**Signal wires on met2**

Cells faint in the background.
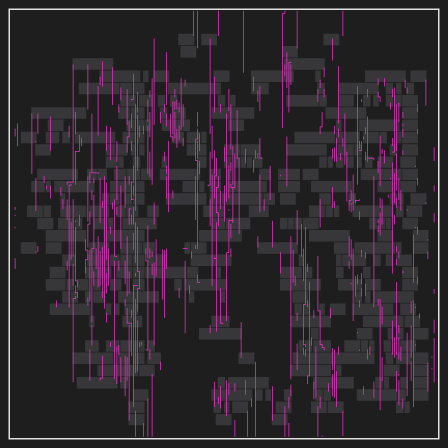
**Placement density heat map**

9 x 9 tiles, from white (low) to dark blue (high), 0 to 100% covered.
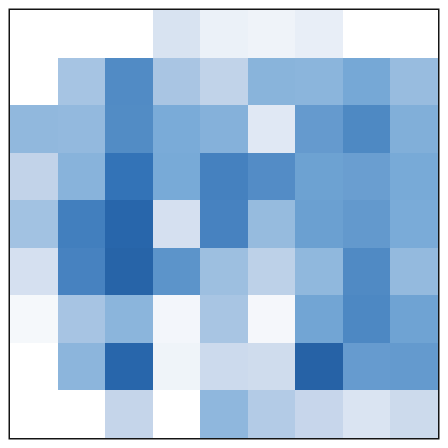
**Where the registers sit**

Other sequential cells in the stronger grey, the rest of the logic in the fainter grey.
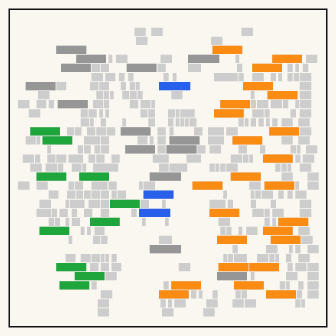
**Placed standard cells**

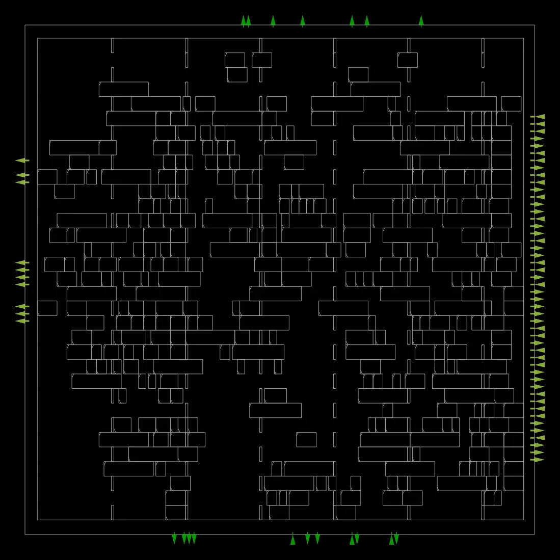
**Met1 routing**

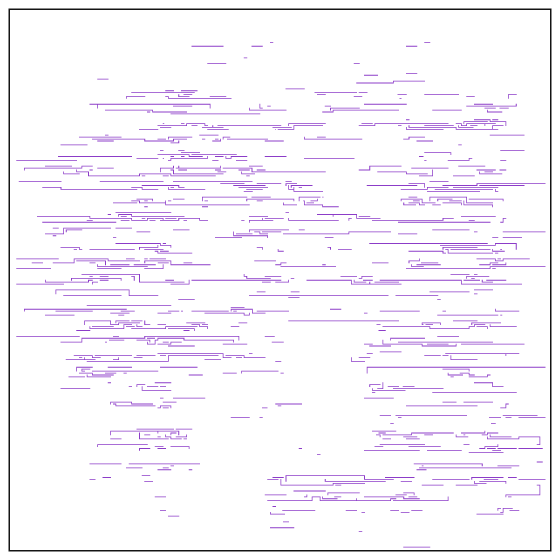
$ cat src/rtl/vga_timing_gen.sv
// Raster timing source: scan counters, sync/blank decode delayed PIPE_DELAY pixels, registered colour.
// Latency: PIPE_DELAY pixel periods from coordinate to sync/blank/rgb outputs; no backpressure (free-running).
module vga_timing_gen #(
   parameter int CLK_DIV    = 2,
   parameter int H_ACTIVE   = 640,
   parameter int H_FP       = 16,
   parameter int H_SYNC     = 96,
   parameter int H_BP       = 48,
   parameter int V_ACTIVE   = 480,
   parameter int V_FP       = 10,
   parameter int V_SYNC     = 2,
   parameter int V_BP       = 33,
   parameter int PIPE_DELAY = 2
) (
   input  logic        clk,
   input  logic        rst_n,
   input  logic [23:0] rgb_in,
   output logic [9:0]  pixelx,
   output logic [9:0]  pixely,
   output logic        pix_tick,
   output logic        frame_start,
   output logic        hsync,
   output logic        vsync,
   output logic        blank_n,
   output logic [23:0] rgb_out,
   output logic        vga_clk
);

   localparam int H_TOTAL = H_ACTIVE + H_FP + H_SYNC + H_BP;
   localparam int V_TOTAL = V_ACTIVE + V_FP + V_SYNC + V_BP;
   localparam int DIV_W   = $clog2(CLK_DIV);

   localparam logic [9:0] H_LAST   = 10'(H_TOTAL - 1);
   localparam logic [9:0] V_LAST   = 10'(V_TOTAL - 1);
   localparam logic [9:0] H_ACT    = 10'(H_ACTIVE);
   localparam logic [9:0] V_ACT    = 10'(V_ACTIVE);
   localparam logic [9:0] HS_FIRST = 10'(H_ACTIVE + H_FP);
   localparam logic [9:0] HS_LAST  = 10'(H_ACTIVE + H_FP + H_SYNC - 1);
   localparam logic [9:0] VS_FIRST = 10'(V_ACTIVE + V_FP);
   localparam logic [9:0] VS_LAST  = 10'(V_ACTIVE + V_FP + V_SYNC - 1);

   localparam logic [DIV_W-1:0] DIV_LAST = DIV_W'(CLK_DIV - 1);
   localparam logic [DIV_W-1:0] DIV_HALF = DIV_W'(CLK_DIV / 2);

   typedef struct packed {
      logic hs;
      logic vs;
      logic act;
   } sync_t;

   localparam sync_t SYNC_IDLE = sync_t'(3'b110);

   logic [DIV_W-1:0] div;
   sync_t            raw;
   sync_t            last_in;
   sync_t            stage [PIPE_DELAY];

   always_ff @(posedge clk or negedge rst_n) begin
      if (!rst_n) begin
         div <= '0;
      end else if (div == DIV_LAST) begin
         div <= '0;
      end else begin
         div <= div + 1'b1;
      end
   end

   assign pix_tick    = (div == DIV_LAST);
   assign vga_clk     = (div >= DIV_HALF);
   assign frame_start = pix_tick && (pixelx == H_LAST) && (pixely == V_LAST);

   always_ff @(posedge clk or negedge rst_n) begin
      if (!rst_n) begin
         pixelx <= '0;
         pixely <= '0;
      end else if (pix_tick) begin
         if (pixelx == H_LAST) begin
            pixelx <= '0;
            pixely <= (pixely == V_LAST) ? 10'd0 : pixely + 10'd1;
         end else begin
            pixelx <= pixelx + 10'd1;
         end
      end
   end

   assign raw.hs  = !((pixelx >= HS_FIRST) && (pixelx <= HS_LAST));
   assign raw.vs  = !((pixely >= VS_FIRST) && (pixely <= VS_LAST));
   assign raw.act = (pixelx < H_ACT) && (pixely < V_ACT);

   // Colour is gated by the act bit entering the final stage so rgb_out lines up with blank_n.
   generate
      if (PIPE_DELAY == 1) begin : g_last_raw
         assign last_in = raw;
      end else begin : g_last_stage
         assign last_in = stage[PIPE_DELAY-2];
      end
   endgenerate

   always_ff @(posedge clk or negedge rst_n) begin
      if (!rst_n) begin
         for (int i = 0; i < PIPE_DELAY; i++) begin
            stage[i] <= SYNC_IDLE;
         end
         rgb_out <= '0;
      end else if (pix_tick) begin
         for (int i = PIPE_DELAY - 1; i > 0; i--) begin
            stage[i] <= stage[i-1];
         end
         stage[0] <= raw;
         rgb_out  <= last_in.act ? rgb_in : 24'h000000;
      end
   end

   assign hsync   = stage[PIPE_DELAY-1].hs;
   assign vsync   = stage[PIPE_DELAY-1].vs;
   assign blank_n = stage[PIPE_DELAY-1].act;

endmodule

$ cat config.mk
export PLATFORM = sky130hd
export DESIGN_NAME = vga_timing_gen
export DESIGN_NICKNAME = d
export VERILOG_FILES = /design/src/rtl/vga_timing_gen.sv
export SDC_FILE = /design/constraint.sdc
export NUM_CORES = 1
export LEC_CHECK = 0
export CORE_MARGIN = 2
export CORE_UTILIZATION = 28
export CTS_CLUSTER_SIZE = 14
export DETAILED_ROUTE_END_ITERATION = 16
export PLACE_DENSITY = 0.54
export SLEW_MARGIN = 25
export SYNTH_ARGS = -nofsm -noshare
export SYNTH_HDL_FRONTEND = slang
export SYNTH_SLANG_ARGS = --single-unit
$ cat constraint.sdc
create_clock -name clk -period 2.14 [get_ports clk]
set_input_delay 0.535 -clock clk [delete_from_list [all_inputs] [get_ports clk]]
set_output_delay 0.535 -clock clk [all_outputs]
set_load 0.005 [all_outputs]
==> impl_metrics.tcl <==
# yosys + openroad results
set metrics [dict create \
    initialDrtViolationCount 49 \
    cts_buffers 5 \
    edf_count 0 \
    wl_met2_um 2480 \
    clock_path_buffers 2 \
    antenna_found_initial 0 \
    io_buffers 75 \
    p_per_area_mw_per_mm2 497 \
    grt_pass1_wl_um 9560 \
    cp_num_buf_inv 2 \
    io_pins 76 \
    p_leak_nw 1.59 \
    dpl_worst_slack_ns -0.0144 \
    worst_slack_ns 0.0897 \
    drc 0 \
    synth_top_area_share_pct 50.8 \
    max_clock_freq_mhz 488 \
    ys_cells 236 \
    r2r_end "pixely[9]" \
    outcome "finished, final reports clean" \
    insertion_delay_ns 0.30 \
    simple_gate_share_pct 19.6 \
    syn_area_mm2 0.00232 \
    worst_pin_slew_ns 0.860 \
    slew_violations 0 \
    skew_ns 0.00783 \
    hold_viol 0 \
    r2r_slack_ns 0.35 \
    ys_area_mm2 0.00232 \
    syn_nets 267 \
    dr.pass1.iters 4 \
    htreeDepth 2 \
    die_x_um 94.9 \
    ys_sh_adder_pct 2.70 \
    met3_usage_pct 3.59 \
    max_stage_delay_ns 0.40 \
    cp-end-kind "output pin" \
    dp_hpwl_um 4260 \
    place.gp.congestion 0.850 \
    startpoint_type "flip-flop" \
    aoi_share_pct 8.27 \
    via_per_inst 4.46 \
    drv_cap 0 \
    rr_worst_depth 6 \
    fin_nets 370 \
    critical_path_class "reg2out" \
    wl_met1_um 2910 \
    asyncSetResetFlopFracSynth_pct 100 \
    n_antenna_cell 0 \
    crit_path_start "pixely[0]" \
    chipHeight_um 94.9 \
    path_cells "inv_2, ha_1, nor4bb_1, nand4_1, nor2_2, buf_2" \
    cts_hold_buf 0 \
    slew_headroom_pct 42.7 \
    post_drt_wl_per_cell_um 13.2 \
    ff_type "dfrtp_1" \
    regToRegStartpoint "pixelx[1]" \
    warnings 30 \
    synth_area_leader_cell "dfrtp_1" \
    top_layer_used "met4" \
]
## Picture notes: 'signal wires on met2'
nets with wire on the layer: 300
share of all routed wire: 42%
longest straight run: 31.6 um
DR vias: 1985
met2 GRT Util: 20.7%
routed wire length: 5880 um

## Picture notes: 'placement density heat map'
mean over tiles: 37%
fullest tile: 80%
emptiest ninth of the die: bottom middle
nearly empty tiles: 12%
tiles over 75% full: 4.9%
Init Core Util: 28.5%
fin util: 43.1%
Core Area: 0.00813 mm^2

## Picture notes: 'where the registers sit'
[orange] `rgb_out` | flops: 24
[green] `pixely` | flops: 10
[blue] `last_in` | flops: 3
Seq/total area: 36.6%
Seq. pwr: 998 uW
FF/Latch Area: 0.00128 mm^2

## Picture notes: 'placed standard cells'
Cell Rows: 33
num sequential: 51

## Picture notes: 'met1 routing'
longest straight run: 31.3 um
wire length on this layer: 2910 um
main direction: horizontal
nets with wire on the layer: 315
share of all routed wire: 49%
M1 GR Usage: 19.2%

==> per-stage QoR <==
stage	hold slack [ns]	TNS, ns	instance area [um^2]	cells	total power, mW
final	0.220	0	3500	445	1.74
after detailed placement	0.480	-0.0144	3380	435	1.17
after CTS	0.229	0	3490	444	1.78
after floorplan	0.239	0	2320	236	1.04
after global placement	0.486	-0.0233	3380	435	1.16
after global routing	0.251	0	3500	445	1.83
==> synthesized netlist by cell type, drive strengths merged (2+ instances only) <==
cell type / n
mux2: 3
nor2: 15
xor2: 5
o21ai: 30
and3: 3
and2: 2
nand4: 8
buf: 5
a21oi: 2
nor3: 5
nand3: 34
inv: 30
ha: 5
nor4: 2
dfstp: 4
clkbuf: 7
dfrtp: 47
xnor2: 8
nand2: 9
==> power breakdown <==
| part | total [mW] | internal, mW | switching, mW |
|---|---|---|---|
| Clock | 0.595 | 0.265 | 0.331 |
| Combinational | 0.146 | 0.0940 | 0.0524 |
| Sequential | 0.998 | 0.986 | 0.0115 |
| Total | 1.74 | 1.34 | 0.395 |
==> registers in the layout, indices dropped and copies added, names as in the netlist <==
| signal | cells |
|---|---|
| rgb_out | 24 |
| pixelx | 10 |
| pixely | 10 |
| last_in | 3 |
| blank_n | 1 |
| hsync | 1 |
| pix_tick | 1 |
| vsync | 1 |
==> final cells by class <==
cell class	count	area, um^2	share of cell area (%)
well taps	105	131	3.75
flip-flops and latches	51	1280	36.6
multi-input cells	143	868	24.8
clock inverters	2	16.3	0.464
repair buffers	108	1010	28.8
inverters	30	113	3.22
clock buffers	6	82.6	2.36
==> timing repair <==
action,CTS,global route
pin swaps,2,1
endpoints found under the setup margin,3,3
resized,6,2
buffers inserted,1,1
cloned,0,0
Power figures rest on the tool's default switching activity, not on a simulated workload.
